Run 1, met2 routing:
Cells faint in the background.
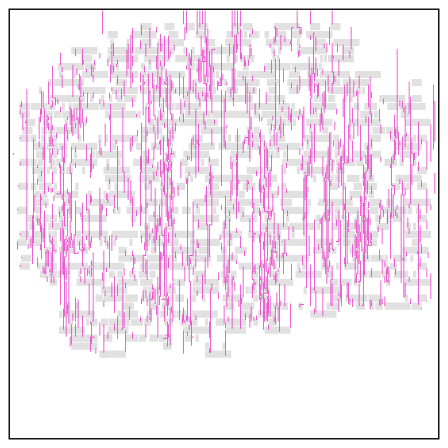
Run 1, signal wires by layer:
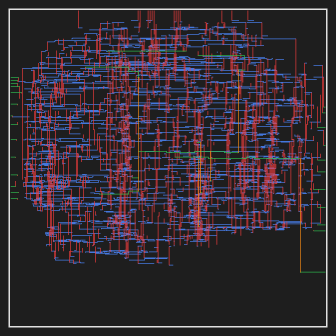
Run 1, metal 3:
Scale bar: 50 um. Cells faint in the background.
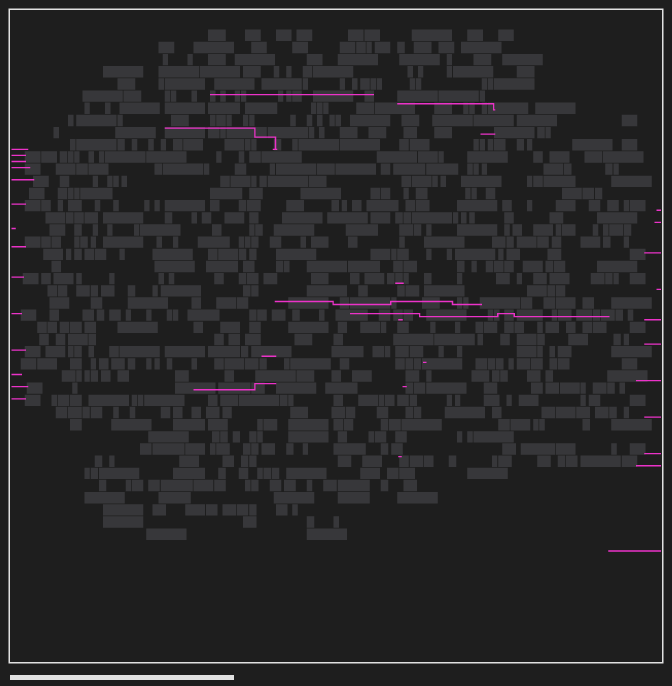
Run 1, clock distribution:
Scale bar: 50 um.
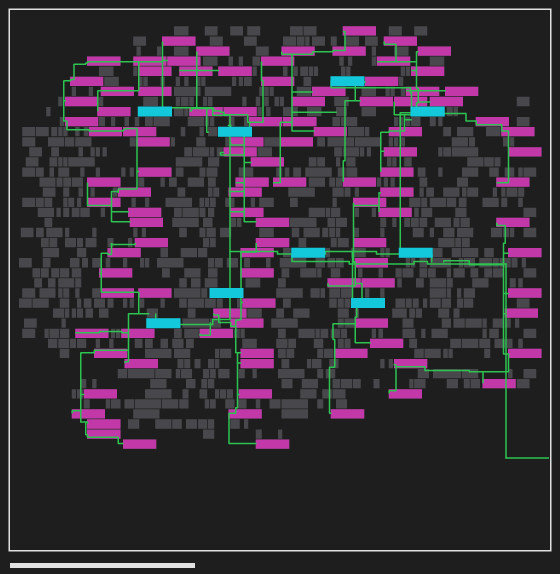
$ cat config.mk
export PLATFORM = sky130hd
export DESIGN_NAME = array_multiplier_pipelined
export DESIGN_NICKNAME = d
export VERILOG_FILES = /design/src/rtl/array_multiplier_pipelined.sv
export SDC_FILE = /design/constraint.sdc
export NUM_CORES = 1
export LEC_CHECK = 0
export CORE_MARGIN = 2
export CORE_UTILIZATION = 35
export CTS_CLUSTER_SIZE = 14
export DETAILED_ROUTE_END_ITERATION = 8
export GPL_ROUTABILITY_DRIVEN = 0
export PLACE_DENSITY = 0.59
export RECOVER_POWER = 50
export SETUP_SLACK_MARGIN = 0.4
export SKIP_LAST_GASP = 1
export SLEW_MARGIN = 40
export SYNTH_ARGS = -nofsm -noshare
export SYNTH_HDL_FRONTEND = slang
export SYNTH_SLANG_ARGS = --single-unit
$ cat constraint.sdc
create_clock -name clk -period 6.6 [get_ports clk]
set_clock_uncertainty 0.15 [all_clocks]
set_input_delay 0.99 -clock clk [delete_from_list [all_inputs] [get_ports clk]]
set_output_delay 0.99 -clock clk [all_outputs]
set_load 0.03 [all_outputs]
$ cat src/rtl/array_multiplier_pipelined.sv
// ----------------------------------------------------------------------------
// array_multiplier_pipelined
//
// Pipelined WIDTH x WIDTH array multiplier. Each pipeline stage adds
// ROWS_PER_STAGE partial-product rows to a running 2*WIDTH-bit sum. The stage
// register also carries the operands forward so that later stages can form
// their own rows. One product can enter and one can leave every cycle.
//
// Every operand pair carries its own signed/unsigned flag, so signed and
// unsigned products can be mixed back to back.
//
// Ports
//   clk          rising-edge clock
//   rst          asynchronous, active-high reset
//   in_valid     operands on in_a/in_b/in_signed are valid
//   in_ready     block accepts operands this cycle
//   in_a         multiplicand, WIDTH bits
//   in_b         multiplier, WIDTH bits
//   in_signed    1 = both operands two's complement, 0 = both unsigned
//   out_valid    out_product holds a valid result
//   out_ready    consumer accepts the product
//   out_product  full 2*WIDTH-bit product, straight from the last stage register
//
// Parameters
//   WIDTH           operand width, 2..32
//   ROWS_PER_STAGE  partial-product rows per pipeline stage, 1..WIDTH
//   Pipeline depth LAT = ceil(WIDTH / ROWS_PER_STAGE) register stages.
// ----------------------------------------------------------------------------
module array_multiplier_pipelined #(
    parameter int WIDTH          = 8,
    parameter int ROWS_PER_STAGE = 2
) (
    input  logic                 clk,
    input  logic                 rst,
    input  logic                 in_valid,
    output logic                 in_ready,
    input  logic [WIDTH-1:0]     in_a,
    input  logic [WIDTH-1:0]     in_b,
    input  logic                 in_signed,
    output logic                 out_valid,
    input  logic                 out_ready,
    output logic [2*WIDTH-1:0]   out_product
);

    localparam int LAT = (WIDTH + ROWS_PER_STAGE - 1) / ROWS_PER_STAGE;
    localparam int PW  = 2 * WIDTH;

    // Adds partial-product rows lo..hi-1 to base. The loop runs over every row
    // so its bounds stay constant; rows outside the window are skipped.
    // In signed mode a is sign-extended and the row for the multiplier's sign
    // bit has negative weight, so it is subtracted.
    function automatic logic [PW-1:0] add_rows(
        input logic [PW-1:0]    base,
        input logic [WIDTH-1:0] a,
        input logic [WIDTH-1:0] b,
        input logic             sgn,
        input int               lo,
        input int               hi
    );
        logic [PW-1:0] ext_a;
        logic [PW-1:0] row;
        logic [PW-1:0] acc;
        ext_a = sgn ? {{WIDTH{a[WIDTH-1]}}, a} : {{WIDTH{1'b0}}, a};
        acc   = base;
        for (int i = 0; i < WIDTH; i++) begin
            row = b[i] ? (ext_a << i) : '0;
            if (i >= lo && i < hi) begin
                if (sgn && i == WIDTH - 1) begin
                    acc = acc - row;
                end else begin
                    acc = acc + row;
                end
            end
        end
        return acc;
    endfunction

    logic                adv;

    // Stage registers: valid bit and running partial sum for every stage.
    logic [LAT-1:0]      valid_q;
    logic [PW-1:0]       sum_q [LAT];
    logic [PW-1:0]       sum_d [LAT];

    // Inputs seen by each stage: stage 0 sees the ports, stage k sees the
    // registers of stage k-1.
    logic [LAT-1:0]      st_valid;
    logic [LAT-1:0]      st_sgn;
    logic [WIDTH-1:0]    st_a   [LAT];
    logic [WIDTH-1:0]    st_b   [LAT];
    logic [PW-1:0]       st_sum [LAT];

    // The whole pipeline moves together; a held output freezes every stage,
    // bubbles included, so nothing is dropped or duplicated.
    assign adv      = !out_valid || out_ready;
    assign in_ready = adv && !rst;

    assign out_valid   = valid_q[LAT-1];
    assign out_product = sum_q[LAT-1];

    // The last stage has already added every row, so only the first LAT-1
    // stages need to carry the operands and the mode flag.
    generate
        if (LAT > 1) begin : g_ops
            logic [WIDTH-1:0] a_q [LAT-1];
            logic [WIDTH-1:0] b_q [LAT-1];
            logic [LAT-2:0]   sgn_q;

            always_ff @(posedge clk or posedge rst) begin
                if (rst) begin
                    for (int k = 0; k < LAT - 1; k++) begin
                        a_q[k] <= '0;
                        b_q[k] <= '0;
                    end
                    sgn_q <= '0;
                end else if (adv) begin
                    for (int k = 0; k < LAT - 1; k++) begin
                        // Operands only move with a valid token; bubbles leave them as they are.
                        if (st_valid[k]) begin
                            a_q[k]   <= st_a[k];
                            b_q[k]   <= st_b[k];
                            sgn_q[k] <= st_sgn[k];
                        end
                    end
                end
            end

            always_comb begin
                st_valid[0] = in_valid;
                st_sgn[0]   = in_signed;
                st_a[0]     = in_a;
                st_b[0]     = in_b;
                st_sum[0]   = '0;
                for (int k = 1; k < LAT; k++) begin
                    st_valid[k] = valid_q[k-1];
                    st_sgn[k]   = sgn_q[k-1];
                    st_a[k]     = a_q[k-1];
                    st_b[k]     = b_q[k-1];
                    st_sum[k]   = sum_q[k-1];
                end
            end
        end else begin : g_single
            always_comb begin
                st_valid[0] = in_valid;
                st_sgn[0]   = in_signed;
                st_a[0]     = in_a;
                st_b[0]     = in_b;
                st_sum[0]   = '0;
            end
        end
    endgenerate

    // Stage k adds rows k*ROWS_PER_STAGE up to the next stage boundary. The
    // last stage may have fewer rows when the width does not divide evenly.
    always_comb begin
        for (int k = 0; k < LAT; k++) begin
            sum_d[k] = add_rows(st_sum[k], st_a[k], st_b[k], st_sgn[k],
                                k * ROWS_PER_STAGE,
                                (((k + 1) * ROWS_PER_STAGE) > WIDTH) ? WIDTH
                                                                     : ((k + 1) * ROWS_PER_STAGE));
        end
    end

    // A bubble leaves the sum register alone, so out_product keeps its last
    // value while out_valid is low.
    always_ff @(posedge clk or posedge rst) begin
        if (rst) begin
            valid_q <= '0;
            for (int k = 0; k < LAT; k++) begin
                sum_q[k] <= '0;
            end
        end else if (adv) begin
            valid_q <= st_valid;
            for (int k = 0; k < LAT; k++) begin
                if (st_valid[k]) begin
                    sum_q[k] <= sum_d[k];
                end
            end
        end
    end

endmodule

==> flow_summary.ini, run 1 <==
; flow metrics
[global_routing]
antenna_found_initial = 0
gr-total-overflow = 0

[job]
tool_warnings = 26
maxCapViolations = 2

[final_layout]
nNetsFinal = 873
stdcell_area_um2 = 7980
area_growth_pct = 13.5

[logic_synthesis]
synth_warnings = 0
avgSynthCellArea_um2 = 9.46
synthMuxAreaShare_pct = 3.84
xor_area_share_pct = 4.98
synth_stat.cells = 743
common_cells = nand2_1 (163), dfrtp_1 (107), and2_1 (54)
ff_type = dfrtp_1

[timing]
period_used_pct = 60.5
setup_viol = 0
rsz0062_at_grt = no
finalMaxSlewViolations = 83
worst_pin_slew_ns = 1.75
relSlewSlack_pct = -16.8

[clock_network]
cts_root_buf = clkbuf_16
clk_pin_slew_ns = 0.08

[setup_path]
cp.arrival_ns = 4.05
crit_path_end_kind = flop
rr_startpoint = g_ops.b_q[6]
rr_worst_depth = 16
cp-endpoint = out_product[15]
crit_slowest_cell = dfrtp_1

[route]
drc = 0

[floorplan]
die_w_um = 146
core_um2 = 19600

[run_status]
failed_checks = capacitance limit, slew limit
status = finished with violations

[hold_path]
hp-class = flop to flop

[power]
ir_worst_vdd_uv = 149
Notes on 'met2 routing' above:
wire length on this layer: 6060 um
main direction: vertical
longest straight run: 51.3 um
share of all routed wire: 45%
met2 usage: 21.6%
via count: 5019
Total Wirelength: 13300 um

Notes on 'signal wires by layer' above:
legend:
  orange:
    layer: metal 4
    wire_length: 210 um
  green:
    layer: metal 3
    wire_length: 308 um
  red:
    layer: metal 2
    wire_length: 6060 um
  blue:
    layer: metal 1
    wire_length: 6780 um
WL/cell: 12.8 um
GRT Overall Usage: 13.1%

Notes on 'metal 3' above:
share of all routed wire: 2.3%
longest straight run: 36.3 um
main direction: horizontal
met3 usage: 2.35%

Notes on 'clock distribution' above:
legend:
  magenta:
    item: flip-flops
    count: 107
  cyan:
    item: clock drivers
    count: 9
  green:
    item: clock wires
    length: 1370 um
routed clock nets: 10
worst skew pair latency: 0.36 ns
Clock Power: 0.529 mW
clock share of power: 13.3%

-- run 1: power breakdown --
| group | leakage, nW | switching [mW] | internal, mW |
|---|---|---|---|
| Clock | 0.137 | 0.264 | 0.265 |
| Sequential | 1.33 | 0.246 | 0.940 |
| Combinational | 2.31 | 1.22 | 1.06 |
| Total | 3.78 | 1.73 | 2.26 |
-- run 1: kinds of logic (layout without fill, tap and decap cells) --
| group | after synthesis | after routing |
|---|---|---|
| buf+inv | 44 | 81 |
| simple gates | 304 | 304 |
| mux | 24 | 24 |
| fa+ha+maj | 77 | 77 |
| flops | 107 | 107 |
| xor+xnor | 40 | 40 |
| compound gates | 147 | 147 |
-- run 1: metrics by stage --
stage	total power, mW	util, %	hold slack [ns]	setup WS (ns)
2_1_floorplan	2.97	-	0.283	2.64
3_3_place_gp	3.47	39.3	0.302	2.65
3_5_place_dp	3.49	39.3	0.306	2.59
6_report	3.99	40.7	0.323	2.61
4_1_cts	4.05	40.8	0.327	2.57
5_1_grt	4.40	40.7	0.353	2.38
-- run 1: sequential cells by signal, summed over array words and instances, names as in the netlist --
signal / cells
g_ops.sgn_q: 3
valid_q: 4
g_ops.b_q: 12
g_ops.a_q: 24
st_sum: 48
out_product: 16
-- run 1: final cells by class --
class / instances / area (um2) / share of cell area, %
clock buffer: 9 / 225 / 2.82
timing repair buffer: 42 / 407 / 5.10
tap: 265 / 332 / 4.15
clock inverter: 7 / 68.8 / 0.862
sequential: 107 / 2680 / 33.6
multi-input combinational: 592 / 4180 / 52.4
inverter: 23 / 87.6 / 1.10
-- run 1: metal layers --
metal	GRT usage (%)	routed length, um
met5	0	0
met4	4.31	210
met3	2.35	308
met2	21.6	6060
met1	17.5	6780
-- run 1: tightest hold or removal path: stages, from the launching register on --
cell	delay, ns
dfrtp_1	0.35
nand2_1	0.05
nand2_1	0.05
==> run 2: changes to the inputs <==
- PLACE_DENSITY: 0.59 -> 0.61
- clock period: 6.6 -> 3.5 ns (I/O delays scaled with it)
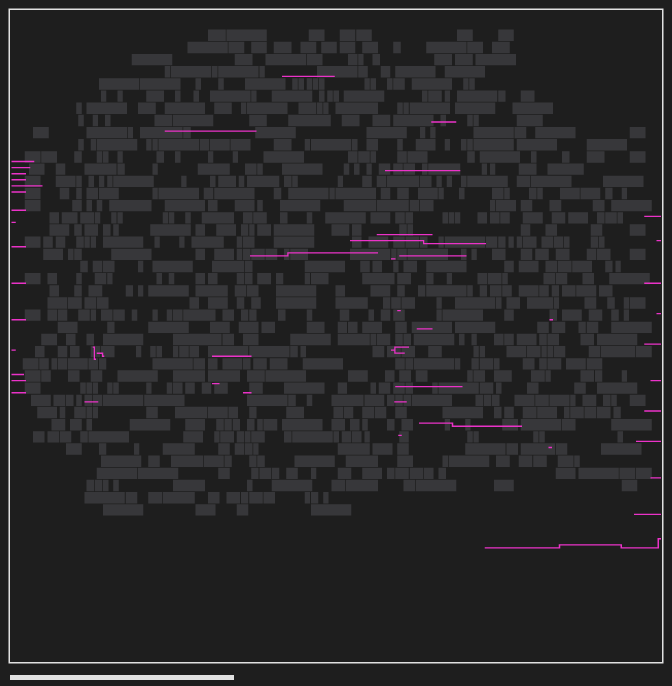
Run 2: metal 3
Scale bar: 50 um. Cells faint in the background.
via count: 5158
met3 usage: 2.29%
Total Wirelength: 13600 um

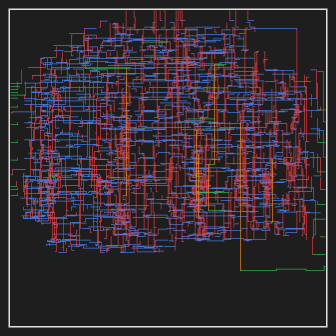
Run 2: signal wires by layer
GRT Overall Usage: 13.0%
WL/cell: 12.7 um

==> run 2 against run 1 <==
Effect of this change:
- the run now ends clean
- power rose by 100%
- maximum frequency rose by 18%
- cell count is 2.6% higher
- clock power rose by 98%
- sequential share of layout area shrank 1.2 points
- critical path type unchanged
- largest cell class unchanged
==> flow_summary.ini, run 2 <==
; flow metrics
[run_status]
status = completed

[final_layout]
flop_area_um2 = 2680
final_util_pct = 42.3
nNetsFinal = 901
largest_reg_flops = 48
comb_area_um2 = 4250
stdcell_area_um2 = 8290

[floorplan]
die_h_um = 146
core_um2 = 19600
die_w_um = 146

[global_routing]
grt.busiest_layer = met2
gr-total-overflow = 0
grt_use_met1_pct = 17.6
met2_usage_pct = 20.8

[job]
tool_warnings = 29

[timing]
worst_pin_slew_ns = 1.23
relSlewSlack_pct = 18.0
period_used_pct = 96.7
rsz0062_at_grt = yes
finalMaxSlewViolations = 0
setup_viol = 0
whs_ns = 0.325

[logic_synthesis]
synth_warnings = 0
synth_stat.cells = 743
synth_seq_share_pct = 38.1
common_cells = nand2_1 (163), dfrtp_1 (107), and2_1 (54)
avgSynthCellArea_um2 = 9.46

[power]
ir_worst_vdd_uv = 361

[hold_path]
hp-class = flop to flop
hold_start = st_sum[33]

[clock_network]
cts_root_buf = clkbuf_16
clk_pin_slew_ns = 0.07

[setup_path]
cp.arrival_ns = 3.50
rr_worst_depth = 16
rr_startpoint = g_ops.b_q[6]
crit_slowest_cell = dfrtp_1
crit_path_end_kind = flop

[route]
drc = 0
==> run 2: cell counts after synthesis <==
Identical to the previous run, type by type.
==> run 2: layout make-up <==
class / instances / area share [%]
timing repair buffer: 70 / 7.50
clock buffer: 9 / 2.72
tap: 265 / 4.00
inverter: 23 / 1.06
sequential: 107 / 32.4
multi-input combinational: 592 / 51.3
clock inverter: 6 / 1.07
==> run 2: cell families after synthesis <==
kind of cell | count (synthesis) | share of synthesized area [%]
simple gates | 304 | 20.9
fa+ha+maj | 77 | 16.5
flops | 107 | 38.1
compound gates | 147 | 13.3
mux | 24 | 3.84
xor+xnor | 40 | 4.98
buf+inv | 44 | 2.42
==> run 2: how the worst max path moves through the flow <==
stage | start | to | slack [ns] | cells past startpoint
5_1_grt | g_ops.b_q[6] | out_product[14] | -0.06 | 16
2_1_floorplan | g_ops.b_q[6] | out_product[15] | 0.07 | 16
4_1_cts | g_ops.b_q[6] | out_product[15] | 0.07 | 16
3_5_place_dp | g_ops.b_q[6] | out_product[14] | 0.006 | 16
6_report | g_ops.b_q[6] | out_product[15] | 0.12 | 16
3_3_place_gp | g_ops.b_q[6] | out_product[14] | 0.06 | 16
==> run 2: stage by stage <==
stage               setup slack, ns  total power, mW
global placement             0.0553             6.69
global route                -0.0647             8.83
floorplan                    0.0668             5.67
CTS                          0.0691             7.99
detailed placement          0.00638             6.75
finish                        0.116             8.00
==> run 2: per-layer routing <==
metal  vias up  share of wire (%)
met4         0                2.1
li1       2666                  -
met1      2413                 50
met5         -                  0
met2        62                 46
met3        17                2.4
==> run 2: power by group <==
group	switching [mW]	internal, mW
clock	0.486	0.568
sequential	0.434	1.78
combinational	2.46	2.28
total	3.38	4.62
Power figures rest on the tool's default switching activity, not on a simulated workload.
